`config.mk`:
```
export PLATFORM = sky130hd
export DESIGN_NAME = median9_pipe_flat
export DESIGN_NICKNAME = d
export VERILOG_FILES = /design/src/rtl/median9_pipe_if.sv /design/src/rtl/median9_pipe.sv /design/src/flat_wrapper.sv
export SDC_FILE = /design/constraint.sdc
export NUM_CORES = 1
export LEC_CHECK = 0
export CAP_MARGIN = 40
export CORE_UTILIZATION = 30
export CTS_BUF_LIST = sky130_fd_sc_hd__clkbuf_16
export CTS_CLUSTER_DIAMETER = 50
export DETAILED_ROUTE_END_ITERATION = 10
export GPL_ROUTABILITY_DRIVEN = 1
export PLACE_DENSITY = 0.54
export SLEW_MARGIN = 20
export SYNTH_ARGS = -nofsm -noshare
export SYNTH_HDL_FRONTEND = slang
export SYNTH_SLANG_ARGS = --single-unit
```
`constraint.sdc`:
```
create_clock -name CLK -period 7 [get_ports CLK]
set_clock_uncertainty 0.1 [all_clocks]
set_input_delay 1.4 -clock CLK [delete_from_list [all_inputs] [get_ports CLK]]
set_output_delay 1.4 -clock CLK [all_outputs]
set_load 0.005 [all_outputs]
```
`src/rtl/median9_pipe_if.sv`:
```
// Stream interface for the median-of-9 core: window in, median out.
// MEDIAN9_MINMAX_EN adds the window min/max result lanes.
interface median9_pipe_if #(
    parameter int DATA_W = 8
);
    logic                  IN_VALID;
    logic                  IN_READY;
    logic [9*DATA_W-1:0]   WIN;
    logic                  OUT_VALID;
    logic                  OUT_READY;
    logic [DATA_W-1:0]     MED;
`ifdef MEDIAN9_MINMAX_EN
    logic [DATA_W-1:0]     WMIN;
    logic [DATA_W-1:0]     WMAX;

    modport master (
        output IN_VALID, WIN, OUT_READY,
        input  IN_READY, OUT_VALID, MED, WMIN, WMAX
    );
    modport slave (
        input  IN_VALID, WIN, OUT_READY,
        output IN_READY, OUT_VALID, MED, WMIN, WMAX
    );
`else
    modport master (
        output IN_VALID, WIN, OUT_READY,
        input  IN_READY, OUT_VALID, MED
    );
    modport slave (
        input  IN_VALID, WIN, OUT_READY,
        output IN_READY, OUT_VALID, MED
    );
`endif
endinterface

```
`src/rtl/median9_pipe.sv`:
```
// Streaming median-of-9 filter: row sort, column reduce, final median3; 3 register stages.
// Optional macro MEDIAN9_MINMAX_EN adds window min/max outputs aligned with MED.
module median9_pipe #(
    parameter int DATA_W = 8,
    parameter bit SIGNED = 1'b0
) (
    input logic          CLK,
    input logic          RESET,
    median9_pipe_if.slave s
);
    // Signed order equals unsigned order once the sign bit is inverted.
    localparam logic [DATA_W-1:0] FLIP = SIGNED ? {1'b1, {(DATA_W-1){1'b0}}} : '0;

    function automatic logic lt(input logic [DATA_W-1:0] a, input logic [DATA_W-1:0] b);
        return (a ^ FLIP) < (b ^ FLIP);
    endfunction

    function automatic logic [DATA_W-1:0] vmin(input logic [DATA_W-1:0] a, input logic [DATA_W-1:0] b);
        return lt(b, a) ? b : a;
    endfunction

    function automatic logic [DATA_W-1:0] vmax(input logic [DATA_W-1:0] a, input logic [DATA_W-1:0] b);
        return lt(b, a) ? a : b;
    endfunction

    function automatic logic [DATA_W-1:0] med3(input logic [DATA_W-1:0] a, input logic [DATA_W-1:0] b,
                                               input logic [DATA_W-1:0] c);
        return vmax(vmin(a, b), vmin(vmax(a, b), c));
    endfunction

    logic [DATA_W-1:0] samp    [9];
    logic [DATA_W-1:0] row_min [3];
    logic [DATA_W-1:0] row_med [3];
    logic [DATA_W-1:0] row_max [3];

    genvar gi;
    generate
        for (gi = 0; gi < 9; gi++) begin : g_samp
            assign samp[gi] = s.WIN[gi*DATA_W +: DATA_W];
        end
        // Three compare-exchanges per row: (a,b), (max,c), then the two lows.
        for (gi = 0; gi < 3; gi++) begin : g_row
            logic [DATA_W-1:0] l0, h0, l1, h1;
            assign l0 = vmin(samp[3*gi], samp[3*gi+1]);
            assign h0 = vmax(samp[3*gi], samp[3*gi+1]);
            assign l1 = vmin(h0, samp[3*gi+2]);
            assign h1 = vmax(h0, samp[3*gi+2]);
            assign row_min[gi] = vmin(l0, l1);
            assign row_med[gi] = vmax(l0, l1);
            assign row_max[gi] = h1;
        end
    endgenerate

    logic              adv;
    logic              v1_reg, v2_reg, v3_reg;
    logic [DATA_W-1:0] s1_min_reg [3];
    logic [DATA_W-1:0] s1_med_reg [3];
    logic [DATA_W-1:0] s1_max_reg [3];
    logic [DATA_W-1:0] lo_reg, mid_reg, hi_reg;
    logic [DATA_W-1:0] lo_next, mid_next, hi_next;
    logic [DATA_W-1:0] med_reg, med_next;

    // Global enable: the whole pipe stalls only when a held result is refused.
    assign adv        = !v3_reg || s.OUT_READY;
    assign s.IN_READY = adv;
    assign s.OUT_VALID = v3_reg;
    assign s.MED      = med_reg;

    assign lo_next  = vmax(vmax(s1_min_reg[0], s1_min_reg[1]), s1_min_reg[2]);
    assign mid_next = med3(s1_med_reg[0], s1_med_reg[1], s1_med_reg[2]);
    assign hi_next  = vmin(vmin(s1_max_reg[0], s1_max_reg[1]), s1_max_reg[2]);
    assign med_next = med3(lo_reg, mid_reg, hi_reg);

    always_ff @(posedge CLK) begin
        if (RESET) begin
            v1_reg  <= 1'b0;
            v2_reg  <= 1'b0;
            v3_reg  <= 1'b0;
            lo_reg  <= '0;
            mid_reg <= '0;
            hi_reg  <= '0;
            med_reg <= '0;
            for (int i = 0; i < 3; i++) begin
                s1_min_reg[i] <= '0;
                s1_med_reg[i] <= '0;
                s1_max_reg[i] <= '0;
            end
        end else if (adv) begin
            v1_reg  <= s.IN_VALID;
            v2_reg  <= v1_reg;
            v3_reg  <= v2_reg;
            lo_reg  <= lo_next;
            mid_reg <= mid_next;
            hi_reg  <= hi_next;
            med_reg <= med_next;
            for (int i = 0; i < 3; i++) begin
                s1_min_reg[i] <= row_min[i];
                s1_med_reg[i] <= row_med[i];
                s1_max_reg[i] <= row_max[i];
            end
        end
    end

`ifdef MEDIAN9_MINMAX_EN
    logic [DATA_W-1:0] wmin_s2_reg, wmax_s2_reg;
    logic [DATA_W-1:0] wmin_reg, wmax_reg;
    logic [DATA_W-1:0] wmin_next, wmax_next;

    assign wmin_next = vmin(vmin(s1_min_reg[0], s1_min_reg[1]), s1_min_reg[2]);
    assign wmax_next = vmax(vmax(s1_max_reg[0], s1_max_reg[1]), s1_max_reg[2]);
    assign s.WMIN    = wmin_reg;
    assign s.WMAX    = wmax_reg;

    always_ff @(posedge CLK) begin
        if (RESET) begin
            wmin_s2_reg <= '0;
            wmax_s2_reg <= '0;
            wmin_reg    <= '0;
            wmax_reg    <= '0;
        end else if (adv) begin
            wmin_s2_reg <= wmin_next;
            wmax_s2_reg <= wmax_next;
            wmin_reg    <= wmin_s2_reg;
            wmax_reg    <= wmax_s2_reg;
        end
    end
`endif
endmodule
```
`src/flat_wrapper.sv`:
```
// flat-port wrapper written by rule: the top's interface ports become plain ports
module median9_pipe_flat 
#(
    parameter int DATA_W = 8,
    parameter bit SIGNED = 1'b0
)
  (CLK, RESET, s_IN_VALID, s_WIN, s_OUT_READY, s_IN_READY, s_OUT_VALID, s_MED);
  median9_pipe_if #(.DATA_W(DATA_W)) s_i ();
  input logic CLK;
  input logic RESET;
  input wire logic [$bits(s_i.IN_VALID)-1:0] s_IN_VALID;
  input wire logic [$bits(s_i.WIN)-1:0] s_WIN;
  input wire logic [$bits(s_i.OUT_READY)-1:0] s_OUT_READY;
  output wire logic [$bits(s_i.IN_READY)-1:0] s_IN_READY;
  output wire logic [$bits(s_i.OUT_VALID)-1:0] s_OUT_VALID;
  output wire logic [$bits(s_i.MED)-1:0] s_MED;
  assign s_i.IN_VALID = s_IN_VALID;
  assign s_i.WIN = s_WIN;
  assign s_i.OUT_READY = s_OUT_READY;
  assign s_IN_READY = s_i.IN_READY;
  assign s_OUT_VALID = s_i.OUT_VALID;
  assign s_MED = s_i.MED;
  median9_pipe #(.DATA_W(DATA_W), .SIGNED(SIGNED)) u_core (.CLK(CLK), .RESET(RESET), .s(s_i));
endmodule
```
Fig. 1: run 1, sequential cells coloured by netlist name
The bar under the picture is 50 µm long. Other sequential cells in the stronger grey, the rest of the logic in the fainter grey.
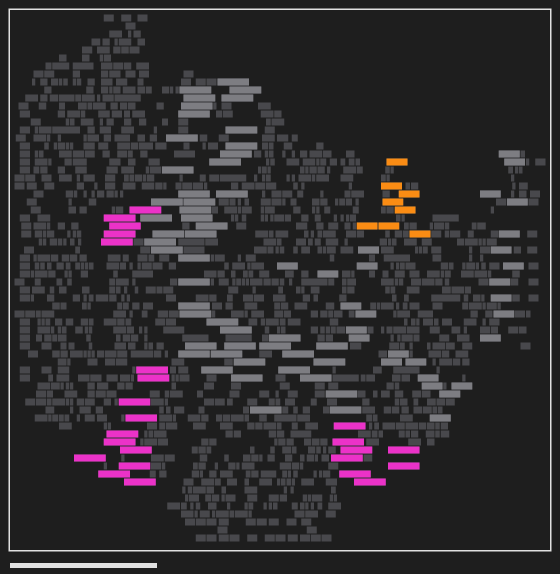
magenta -> u_core.s1_max_reg  # placed flops 24
orange -> u_core.mid_reg  # placed flops 8

Fig. 2: run 1, track usage over the die
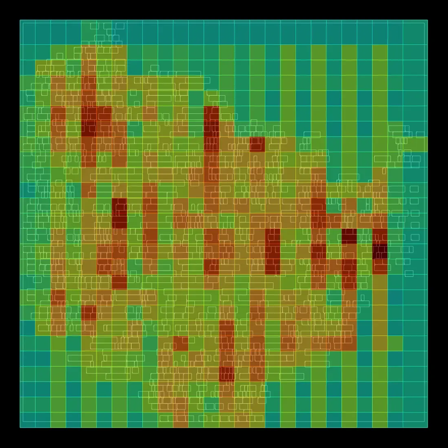
GR peak layer: met2
met1 layer usage reported by global route: 20.72%
GR Util met3: 2.239%
routed wirelength normalized by instance count: 15.67 µm

==> flow_summary.yaml, run 1 <==
# flow metrics
cells_and_area:
  synthToLayoutAreaGrowth_pct: 23.99
  seq_area_um2: 2863
  drive_above_1_share_pct: 12.93
  fin_nets: 1439
drt:
  vias: 8467
  drtIter0Drc: 444
  drc: 0
  viasPerCell: 5.043
  number_of_search_and_repair_iterations_in_the_first_detailed_routing_pass: 5
  total_routed_wirelength_um: 26300
pwr:
  pwr-share-comb_pct: 66.5
  pwr-share-seq_pct: 22.7
  ir_worst_vdd_mv: 0.1955
  p_sw_mw: 1.953
  power.switching_fraction_pct: 44.89
  power.density_cell_area_nw_per_um2: 354.6
  power_report.internal_total_mw: 2.397
  clockPowerShare_pct: 10.8
  power.static_leakage_nw: 5.381
placed_design:
  place.port_buffers: 85
  place_ws_ns: -0.1959
timing:
  layout_setup_ws_ns: 0.2572
  slew_at_the_pin_closest_to_its_max_slew_limit_ns: 0.7770
  timing.final.setup_violations: 0
  slew_headroom_pct: 48.20
  hold_ws_ns: 0.3562
  tns_ns: 0
  min_period_ns: 6.743
  hold_viol: 0
  fmax_mhz: 148.3
  grt_setup_unrepaired: "true"
  period_used_pct: 96.33
synthesis:
  postSynthSeqShare_pct: 28.94
  post_synth_most_frequent_cells: "ha_1, mux2i_1, nor2_1"
  flip_flops_with_a_built_in_enable: 72
  synth.yosys.num_cells: 1083
  netlist.top_cell.by_area: "edfxtp_1"
  synth.avg_cell_area_um2: 9.135
  total_standard_cell_area_after_synthesis_um2: 9893
  synth_cell_types: 69
  fp_nets: 1289
  synth_async_sr_flop_share_pct: 0
  topCellsByArea: "edfxtp_1, ha_1, mux2i_1"
min_path:
  worstHoldPathCells: 2
  hold_class: "reg -> reg"
clock_tree:
  total_number_of_clock_tree_sinks: 107
  cts-buffers-inserted: 9
  clock_tree.htree_level_count: 3
  cts.root.buffer_cell: "clkbuf_16"
  clk_pin_slew_worst_paths_ns: 0.07
  clockBufferDepth: 2
worst_setup_path:
  critPathMaxStageDelay_ns: 0.48
  required_ns: 7.00
  timing.setup.critical_path_class: "in -> reg"
  slowest_stage: "clkdlybuf4s50_1"
  r2r-start: "u_core.s1_med_reg[0][4]"
  worst-path-max-fanout: 6
  timing.critical_path.arrival_ns: 6.75
  worstReg2RegEnd: "u_core.mid_reg[0]"
  timing.critical_path.from_type: "input pin"
  r2r.worst_path.cells: 23
  timing.critical_path.to_type: "flop"
floorplan:
  floorplanUtilization_pct: 30.48
  fp.dieArea_um2: 33710
  core_area_um2: 32450
  top_level_ports: 86
  die.size.y_um: 183.6
  core.rowCount: 66
grt:
  grt.total_usage_pct: 16.01
  grt_start_max_net_pins: 40
  number_of_antenna_violations_at_the_first_check_in_global_routing: 0
  first_global_vias: 8220
  wire_length_of_the_first_global_routing_pass_um: 42420
  gr-total-overflow: 0
job:
  warning_count: 27
  max_cap_violations: 0
status:
  run_status: "completed"
Fig. 3: run 1, wires at chosen ports, followed through buffers
The bar under the picture is 50 µm long.
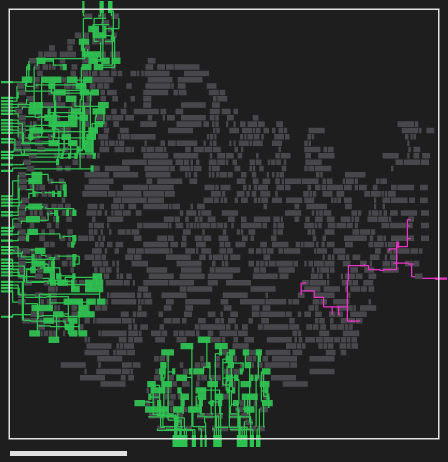
magenta -> s_IN_READY  # bits 1, direction output, edge right, end cells 1, wire 151 µm
green -> s_WIN  # bits 72, direction input, edge 43 left, 24 bottom, 5 top, end cells 188, wire 2,780 µm

Fig. 4: run 1, selected gate families
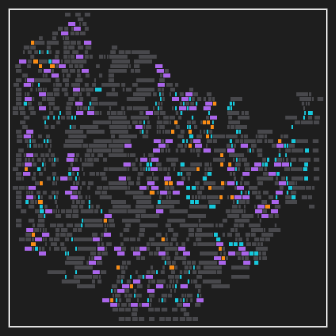
purple -> fa/ha/maj cells  # cells 130, most used ha_1, where widely spread
orange -> and/or cells  # cells 39, most used or3_1
cyan -> nor cells  # cells 150, most used nor2_1

==> run 1: critical path: cells and delay by family <==
kind / cells / cell delay (ns)
AOI/OAI and AO/OA: 10 / 2.07
muxes: 4 / 1.21
buffers and inverters: 5 / 0.90
adders and majority gates: 3 / 0.74
and+or+nand+nor: 3 / 0.42
==> run 1: layer usage <==
metal | up-vias | global-route usage (%) | part of all wire (%)
met4 | 0 | 5.067 | 2.3
met3 | 35 | 2.239 | 3.6
li1 | 4336 | - | -
met2 | 167 | 27.35 | 47
met5 | - | 0 | 0
met1 | 3929 | 20.72 | 47
==> run 1: worst min path at each step <==
stage | start | endpoint | slack (ns)
4_1_cts | u_core.v1_reg | u_core.v2_reg | 0.36
5_1_grt | u_core.v1_reg | u_core.v2_reg | 0.39
6_report | u_core.v1_reg | u_core.v2_reg | 0.36
3_5_place_dp | u_core.v1_reg | u_core.v2_reg | 0.35
3_3_place_gp | u_core.v2_reg | u_core.v2_reg | 0.34
2_1_floorplan | u_core.v1_reg | u_core.v1_reg | 0.33
==> run 1: final cells by class <==
| cell class | count | share of cell area [%] |
|---|---|---|
| Multi-Input combinational cell | 846 | 53.49 |
| Clock inverter | 6 | 0.3366 |
| Clock buffer | 9 | 1.836 |
| Sequential cell | 107 | 23.34 |
| Inverter | 82 | 2.509 |
| Tap cell | 442 | 4.508 |
| Timing Repair Buffer | 187 | 13.98 |
==> run 1: per-stage QoR <==
stage                     total power, mW  std cells  utilization, %
after floorplan                     3.031       1083               -
after global placement              3.724       1650           36.36
after detailed placement            3.849       1656           36.56
after CTS                           4.337       1671           37.39
after global routing                4.753       1679           37.80
final                               4.350       1679           37.80
==> run 1: layout by cell type, fill, tap and decap left out, drive strengths merged, types with 16 or more instances in the layout <==
| cell | instances |
|---|---|
| inv | 84 |
| mux2 | 27 |
| nand2 | 49 |
| o21ai | 48 |
| mux2i | 113 |
| nand3 | 25 |
| ha | 130 |
| nor2 | 105 |
| edfxtp | 72 |
| a21oi | 73 |
| a211oi | 24 |
| a21o | 21 |
| nand2b | 32 |
| nor3b | 25 |
| clkdlybuf4s50 | 84 |
| a211o | 16 |
| dfxtp | 35 |
| buf | 102 |
==> run 1: repair_timing <==
item,4_1_cts,5_1_grt
gates resized,0,7
endpoints found under the setup margin,0,30
hold buffers,0,0
setup buffers,0,6
==> run 1: power groups by stage <==
stage / clock network [mW] / registers, mW / logic [mW]
after floorplan: 0 / 0.936 / 2.09
after global placement: 0 / 1.00 / 2.72
after detailed placement: 0 / 1.00 / 2.85
after CTS: 0.483 / 0.990 / 2.86
after global routing: 0.503 / 1.00 / 3.25
final: 0.469 / 0.987 / 2.89
==> run 1: kinds of logic (layout without fill, tap and decap cells) <==
kind of cell             Yosys count  in the layout  share of synthesized area [%]
AND-OR/OR-AND                    267            267                          19.08
adder cells (fa/ha/maj)          130            130                          16.44
buffers and inverters            130            284                          5.147
flip-flops                       107            107                          28.94
multiplexers                     140            140                          14.51
AND/OR/NAND/NOR                  309            309                          15.88
Fig. 5: run 1, layout detail
The bar under the picture is 10 µm long. Region (33, 33) to (58, 58) µm. Cells in grey, sequential cells in the stronger grey; small squares are vias.
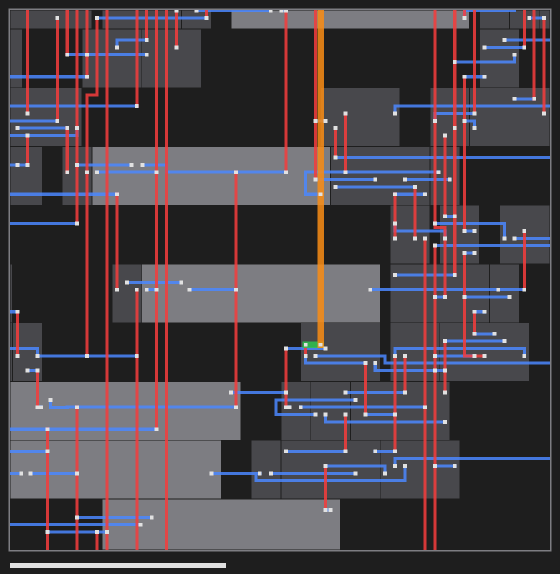

## Run 2: what changed since run 1
--- a/constraint.sdc
+++ b/constraint.sdc
@@ -4,2 +4,2 @@
 set_output_delay 1.4 -clock CLK [all_outputs]
-set_load 0.005 [all_outputs]
+set_load 0.1 [all_outputs]
Fig. 6: run 2, layout detail
The bar under the picture is 10 µm long. Region (33, 33) to (58, 58) µm. Cells in grey, sequential cells in the stronger grey; small squares are vias.
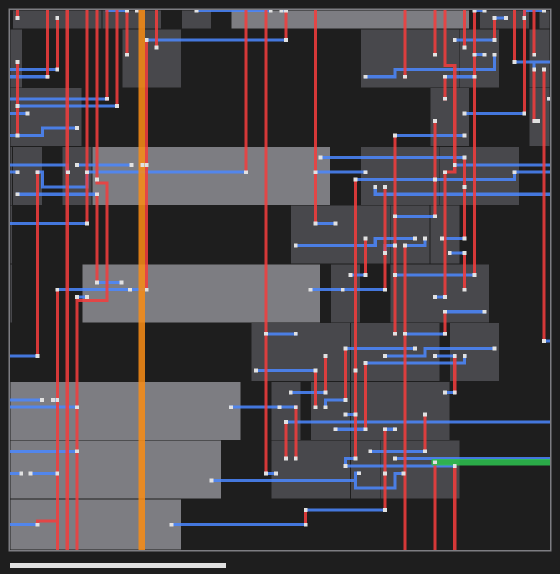
green -> metal 3
orange -> metal 4
blue -> metal 1
red -> metal 2
netlist names of flops here include = u_core.s1_max_reg (5)
sequential cells in the window = 5
cells with their middle in the window = 29

==> run 2 against run 1 <==
- worst setup slack got worse by 0.032 ns
- hold slack improved by 0.00063 ns
- sequential power about the same
- non-clock buffer count increased by 11
- critical endpoint is now u_core.s1_min_reg[0][8]
==> flow_summary.yaml, run 2 <==
# flow metrics
status:
  run_status: "completed"
worst_setup_path:
  required_ns: 7.00
  cpLargestDelayFamily: "AND-OR/OR-AND gates"
  timing.setup.critical_path_class: "in -> reg"
  r2r-start: "u_core.s1_med_reg[0][5]"
  critPathMaxStageDelay_ns: 0.47
  r2r.worst_path.cells: 23
  timing.critical_path.to_type: "flop"
  r2r_setup_slack_ns: 0.90
  slowest_stage: "clkdlybuf4s50_1"
  crit_start: "s_WIN[28]"
  timing.critical_path.from_type: "input pin"
  timing.critical_path.arrival_ns: 6.78
  worst-path-max-fanout: 6
  worstPathBufferInverterCount: 5
  worstReg2RegEnd: "u_core.mid_reg[0]"
synthesis:
  dominantRegCellSynth: "edfxtp_1"
  flip_flops_with_a_built_in_enable: 72
  synth_async_sr_flop_share_pct: 0
  post_synth_most_frequent_cells: "ha_1, mux2i_1, nor2_1"
  postSynthSeqShare_pct: 28.94
  synth_cell_types: 69
  topCellsByArea: "edfxtp_1, ha_1, mux2i_1"
  synth.yosys.warnings: 0
  total_standard_cell_area_after_synthesis_um2: 9893
  synth.yosys.num_cells: 1083
  fp_nets: 1289
  yosys.area.top_type_share_pct: 21.85
  netlist.top_cell.by_area: "edfxtp_1"
  syn-instance-count: 1083
  netlist.top_cell.by_instances: "ha_1"
  ys.flops: 107
  yosys-stat-area_um2: 9893
  synth.avg_cell_area_um2: 9.135
floorplan:
  die.size.y_um: 183.6
  top_level_ports: 86
  core_area_um2: 32450
  fp.dieArea_um2: 33710
  floorplanUtilization_pct: 30.48
  core.rowCount: 66
  floorplan.die.width_um: 183.6
timing:
  period_used_pct: 96.78
  slew_headroom_pct: 48.93
  timing.final.setup_violations: 0
  tns_ns: 0
  hold_viol: 0
  final_max_slew_viol_count: 0
  min_period_ns: 6.775
  fmax_mhz: 147.6
  slew_at_the_pin_closest_to_its_max_slew_limit_ns: 0.7660
placed_design:
  place.port_buffers: 85
  placement.cell_area_um2: 12020
  half_perimeter_wire_length_of_the_detailed_placement_result_um: 21730
  finalWeightedCongestion: 0.8488
job:
  warning_count: 26
  max_cap_violations: 0
clock_tree:
  clockBufferDepth: 2
  clock_tree_from_tritoncts: "done"
  total_number_of_clock_tree_sinks: 107
  clock_tree.htree_level_count: 3
  cts.root.buffer_cell: "clkbuf_16"
  insertion_delay_ns: 0.35
  clk_pin_slew_worst_paths_ns: 0.07
  cts-buffers-inserted: 9
grt:
  first_global_vias: 8199
  grt_start_max_net_pins: 40
  number_of_antenna_violations_at_the_first_check_in_global_routing: 0
  gr-total-overflow: 0
  wire_length_of_the_first_global_routing_pass_um: 42360
  grt.total_usage_pct: 15.93
min_path:
  worstHoldPathCells: 2
  hp-start: "u_core.v1_reg"
  worst_hold_endpoint: "u_core.v1_reg"
  hold_class: "reg -> reg"
pwr:
  power.density_cell_area_nw_per_um2: 356.2
  power.static_leakage_nw: 5.476
  ir_worst_vdd_mv: 0.2085
cells_and_area:
  most_common_logic_cell_in_the_routed_design: "ha_1"
  drive_above_1_share_pct: 13.84
  design_area_um2: 12450
  synthToLayoutAreaGrowth_pct: 25.88
  nFillCells: 3280
  top_logic_cells_by_instance_count_in_the_layout: "ha_1, mux2i_1, nor2_1"
  antenna-diode-count: 0
  fin_nets: 1451
drt:
  wl_per_cell_um: 15.54
  total_routed_wirelength_um: 26300
  drc: 0
  number_of_search_and_repair_iterations_in_the_first_detailed_routing_pass: 5
  vias: 8443
  drt.antenna.violating_nets: 0
  viasPerCell: 4.990
  drtIter0Drc: 458
Fig. 7: run 2, sequential cells coloured by netlist name
The bar under the picture is 50 µm long. Other sequential cells in the stronger grey, the rest of the logic in the fainter grey.
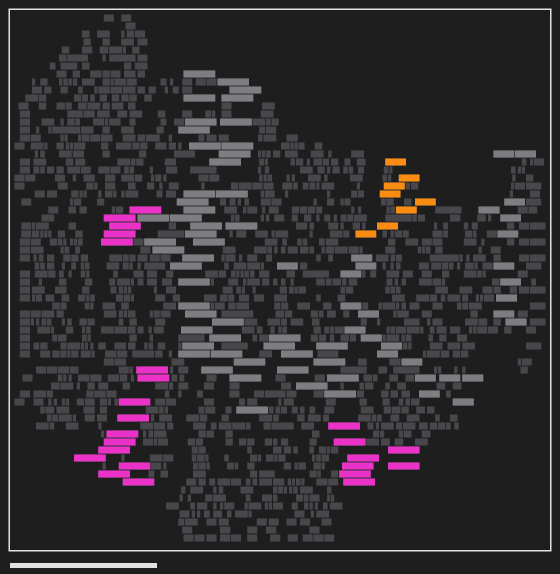
orange -> u_core.mid_reg  # placed flops 8
magenta -> u_core.s1_max_reg  # placed flops 24
not coloured = 75

run 2: routing by layer:
| layer | track usage (%) | share of wire (%) | up-vias |
|---|---|---|---|
| li1 | - | - | 4363 |
| met2 | 27.91 | 48 | 135 |
| met3 | 2.021 | 3.1 | 21 |
| met5 | 0 | 0 | - |
| met1 | 20.70 | 48 | 3924 |
| met4 | 3.600 | 1.4 | 0 |
run 2: stage by stage:
stage | hold WS [ns] | setup WS [ns] | utilization [%] | power (mW) | instances
6_report | 0.3568 | 0.2251 | 38.37 | 4.436 | 1692
5_1_grt | 0.3901 | -0.01664 | 38.37 | 4.847 | 1692
4_1_cts | 0.3621 | 0.1361 | 37.92 | 4.425 | 1682
3_5_place_dp | 0.3526 | -0.2188 | 37.03 | 3.915 | 1666
3_3_place_gp | 0.3434 | -0.09122 | 36.36 | 3.770 | 1650
2_1_floorplan | 0.3321 | 0.03927 | - | 3.077 | 1083
run 2: cells by family after synthesis:
| family | Yosys count | share of synthesized area (%) |
|---|---|---|
| muxes | 140 | 14.51 |
| and+or+nand+nor | 309 | 15.88 |
| DFF | 107 | 28.94 |
| buffers and inverters | 130 | 5.147 |
| adders and majority gates | 130 | 16.44 |
| AOI/OAI and AO/OA | 267 | 19.08 |
run 2: worst reg2reg max path, delay by kind of cell (launching register included):
kind | cells | cell delay, ns
flops | 1 | 0.43
fa+ha+maj | 3 | 0.87
buf+inv | 2 | 0.37
mux | 2 | 0.70
simple gates | 2 | 0.40
compound gates | 14 | 3.14
run 2: worst max path at each step:
stage	end	cells after the start	slack, ns
6_report	u_core.s1_min_reg[0][8]	25	0.23
5_1_grt	u_core.s1_min_reg[0][8]	25	-0.02
4_1_cts	u_core.s1_med_reg[0][8]	24	0.14
3_5_place_dp	u_core.s1_min_reg[0][8]	24	-0.22
3_3_place_gp	u_core.s1_min_reg[0][8]	24	-0.09
2_1_floorplan	u_core.s1_med_reg[0][13]	25	0.04
run 2: what timing repair did:
item | 4_1_cts | 5_1_grt
setup buffers | 0 | 7
setup endpoints to repair | 0 | 26
hold buffers | 0 | 0
endpoints found under the hold margin | 0 | 0
resized | 0 | 10
run 2: layout make-up:
type	instances	area, µm²	area share [%]
Multi-Input combinational cell	847	6579	52.83
Sequential cell	107	2863	22.99
Timing Repair Buffer	198	1861	14.94
Tap cell	442	553.0	4.441
Inverter	82	307.8	2.472
Clock buffer	9	225.2	1.808
Clock inverter	7	65.06	0.5225
run 2: power breakdown:
part           total (mW)  internal (mW)  switching [mW]
clock               0.496          0.274           0.222
combinational        2.95           1.31            1.65
sequential          0.986          0.861           0.126
Fig. 8: run 2, wires at chosen ports, followed through buffers
The bar under the picture is 50 µm long.
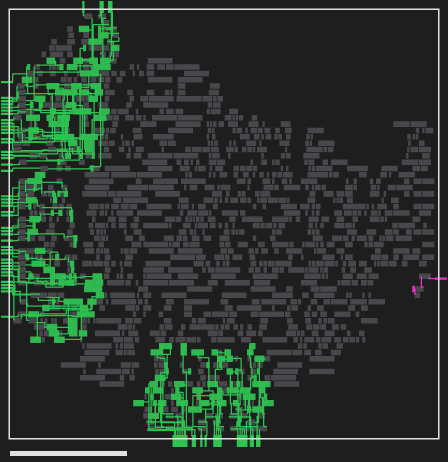

## Run 3: what changed since run 2
Settings changed: GPL_ROUTABILITY_DRIVEN 1 to 0.
Fig. 9: run 3, wires at chosen ports, followed through buffers
The bar under the picture is 50 µm long.
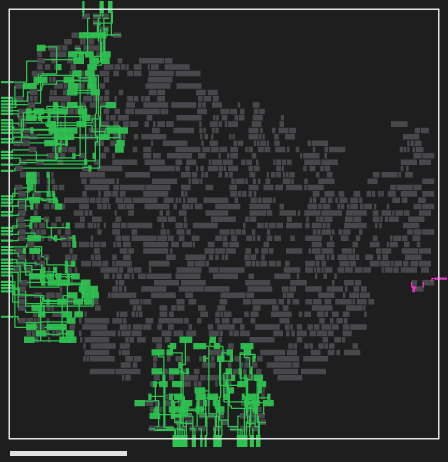
magenta -> s_IN_READY  # bits 1, direction output, edge right, end cells 1, wire 10.3 µm
green -> s_WIN  # bits 72, direction input, edge 43 left, 24 bottom, 5 top, end cells 188, wire 2,840 µm

Fig. 10: run 3, layout detail
The bar under the picture is 10 µm long. Region (33, 33) to (58, 58) µm. Cells in grey, sequential cells in the stronger grey; small squares are vias.
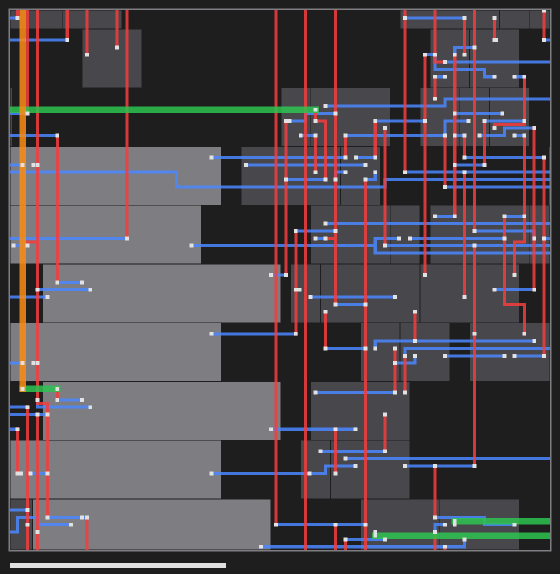
blue -> metal 1
red -> metal 2
orange -> metal 4
green -> metal 3
most frequent = edfxtp_1 (7)
netlist names of flops here include = u_core.s1_max_reg (7)
cells with their middle in the window = 32
sequential cells in the window = 7

==> run 3 against run 2 <==
- utilization decreased by 0.13 points
- cell area decreased by 0.34%
- count of clock-buffer cells in the layout is the same
- sequential power hardly changed
- first-iteration DRC count shrank 19%
- flip-flop count is the same
- fmax up 1.2%
- critical endpoint unchanged
- highest routed layer unchanged
==> flow_summary.yaml, run 3 <==
# flow metrics
status:
  run_status: "completed"
drt:
  viasPerCell: 5.007
  drt.antenna.violating_nets: 0
  vias: 8452
  drtIter0Drc: 369
  wl_per_cell_um: 15.44
  drc: 0
  number_of_search_and_repair_iterations_in_the_first_detailed_routing_pass: 5
  total_routed_wirelength_um: 26070
grt:
  first_global_vias: 8212
  grt_start_max_net_pins: 38
  gr-usage-met1_pct: 20.46
  gr-total-overflow: 0
  number_of_antenna_violations_at_the_first_check_in_global_routing: 0
  wire_length_of_the_first_global_routing_pass_um: 42390
  globalRouteMet2Util_pct: 27.82
  gr-usage-met3_pct: 2.258
  top_usage_layer: "met2"
  grt.total_usage_pct: 15.93
clock_tree:
  total_number_of_clock_tree_sinks: 107
  clk_pin_slew_worst_paths_ns: 0.08
  clockBufferDepth: 2
  clock_tree.htree_level_count: 3
  cts-buffers-inserted: 9
  clock_tree_from_tritoncts: "done"
  cts.root.buffer_cell: "clkbuf_16"
  insertion_delay_ns: 0.36
pwr:
  power.density_cell_area_nw_per_um2: 357.4
  power.switching_fraction_pct: 45.31
  clockPowerShare_pct: 11.1
  power_report.internal_total_mw: 2.425
  pwr-share-seq_pct: 22.2
  ir_worst_vdd_mv: 0.2342
  power.static_leakage_nw: 5.460
synthesis:
  postSynthSeqShare_pct: 28.94
  post_synth_ao_oa_area_fraction_pct: 19.08
  yosys-stat-area_um2: 9893
  topCellsByArea: "edfxtp_1, ha_1, mux2i_1"
  synth.avg_cell_area_um2: 9.135
  flip_flops_with_a_built_in_enable: 72
  post_synth_most_frequent_cells: "ha_1, mux2i_1, nor2_1"
  dominantRegCellSynth: "edfxtp_1"
  fp_nets: 1289
  ys.flops: 107
  yosys.area_share.simple_pct: 15.88
  synth.yosys.warnings: 0
  synth_cell_types: 69
  synth.yosys.num_cells: 1083
  muxShareOfSynthArea_pct: 14.51
  netlist.top_cell.by_instances: "ha_1"
  synth_async_sr_flop_share_pct: 0
  yosys.area.top_type_share_pct: 21.85
  total_standard_cell_area_after_synthesis_um2: 9893
  post_synth_fa_ha_maj_area_fraction_pct: 16.44
  netlist.top_cell.by_area: "edfxtp_1"
timing:
  slew_headroom_pct: 53.17
  final_max_slew_viol_count: 0
  min_period_ns: 6.695
  hold_viol: 0
  fmax_mhz: 149.4
  timing.final.setup_violations: 0
  tns_ns: 0
worst_setup_path:
  slowest_stage: "clkdlybuf4s50_1"
  timing.critical_path.to_type: "flop"
  required_ns: 7.01
  timing.critical_path.arrival_ns: 6.70
  critPathMaxStageDelay_ns: 0.48
  timing.critical_path.from_type: "input pin"
  worst-path-max-fanout: 7
cells_and_area:
  synthToLayoutAreaGrowth_pct: 25.45
  finalNonFillerCells: 1688
  fin_nets: 1447
  antenna-diode-count: 0
  top_logic_cells_by_instance_count_in_the_layout: "ha_1, mux2i_1, nor2_1"
  most_common_logic_cell_in_the_routed_design: "ha_1"
  drive_above_1_share_pct: 13.56
floorplan:
  floorplanUtilization_pct: 30.48
  core_area_um2: 32450
  fp.dieArea_um2: 33710
  top_level_ports: 86
  core.rowCount: 66
  die.size.y_um: 183.6
  floorplan.die.width_um: 183.6
job:
  warning_count: 26
  max_cap_violations: 0
placed_design:
  place.port_buffers: 85
  half_perimeter_wire_length_of_the_detailed_placement_result_um: 21730
  placedCellCount: 1661
min_path:
  hold_class: "reg -> reg"
run 3: cell counts after synthesis:
Identical to the previous run, type by type.
run 3: path summary, 6_finish.rpt:
path	startpoint	end	slack, ns	cells after the start
max	s_WIN[28]	u_core.s1_min_reg[0][8]	0.30	25
min	u_core.v1_reg	u_core.v1_reg	0.36	2
max reg2reg	u_core.s1_med_reg[0][2]	u_core.mid_reg[0]	0.79	23
min reg2reg	u_core.v1_reg	u_core.v1_reg	0.36	2
run 3: power by group through the flow:
stage	clock, mW	sequential [mW]	combinational, mW
after floorplan	0	0.981	2.10
after global placement	0	1.00	2.77
after detailed placement	0	1.00	2.91
after CTS	0.507	0.988	2.92
after global routing	0.532	1.00	3.33
final	0.493	0.984	2.96
run 3: what timing repair did:
item / CTS / global route
hold buffers: 0 / 0
resized: 0 / 6
endpoints found under the setup margin: 0 / 29
setup buffers: 0 / 10
endpoints found under the hold margin: 0 / 0
run 3: cell families after synthesis:
group,after synthesis
flip-flops,107
AND/OR/NAND/NOR,309
AND-OR/OR-AND,267
multiplexers,140
adder cells (fa/ha/maj),130
buffers and inverters,130
run 3: layout make-up:
type,instances,area (µm²)
clock buffer,9,225.2
clock inverter,7,58.81
fill,3295,20040
inverter,82,307.8
multi-input combinational,846,6558
sequential,107,2863
tap,442,553.0
timing repair buffer,195,1846
run 3: through the flow:
step | hold WS, ns | area, µm² | total power, mW | utilization (%) | setup slack (ns)
floorplan | 0.3321 | 9894 | 3.077 | - | 0.03927
global placement | 0.3434 | 11740 | 3.769 | 36.19 | -0.07767
detailed placement | 0.3484 | 11990 | 3.910 | 36.93 | -0.1700
CTS | 0.3609 | 12270 | 4.417 | 37.81 | 0.1966
global route | 0.3935 | 12410 | 4.863 | 38.24 | 0.00002132
finish | 0.3584 | 12410 | 4.435 | 38.24 | 0.3049
run 3: critical path, delay by kind of cell:
family                     cells  cell delay [ns]
AOI/OAI and AO/OA             10             2.06
adders and majority gates      3             0.73
buffers and inverters          5             0.90
muxes                          4             1.21
and+or+nand+nor                3             0.39
run 3: routing by layer:
metal  routed length (µm)  part of all wire, %  up-vias
met1                12250                   47     3935
met4                  451                  1.7        0
met2                12520                   48      152
li1                     -                    -     4343
met3                  846                  3.2       22
met5                    0                    0        -
Power figures rest on the tool's default switching activity, not on a simulated workload.
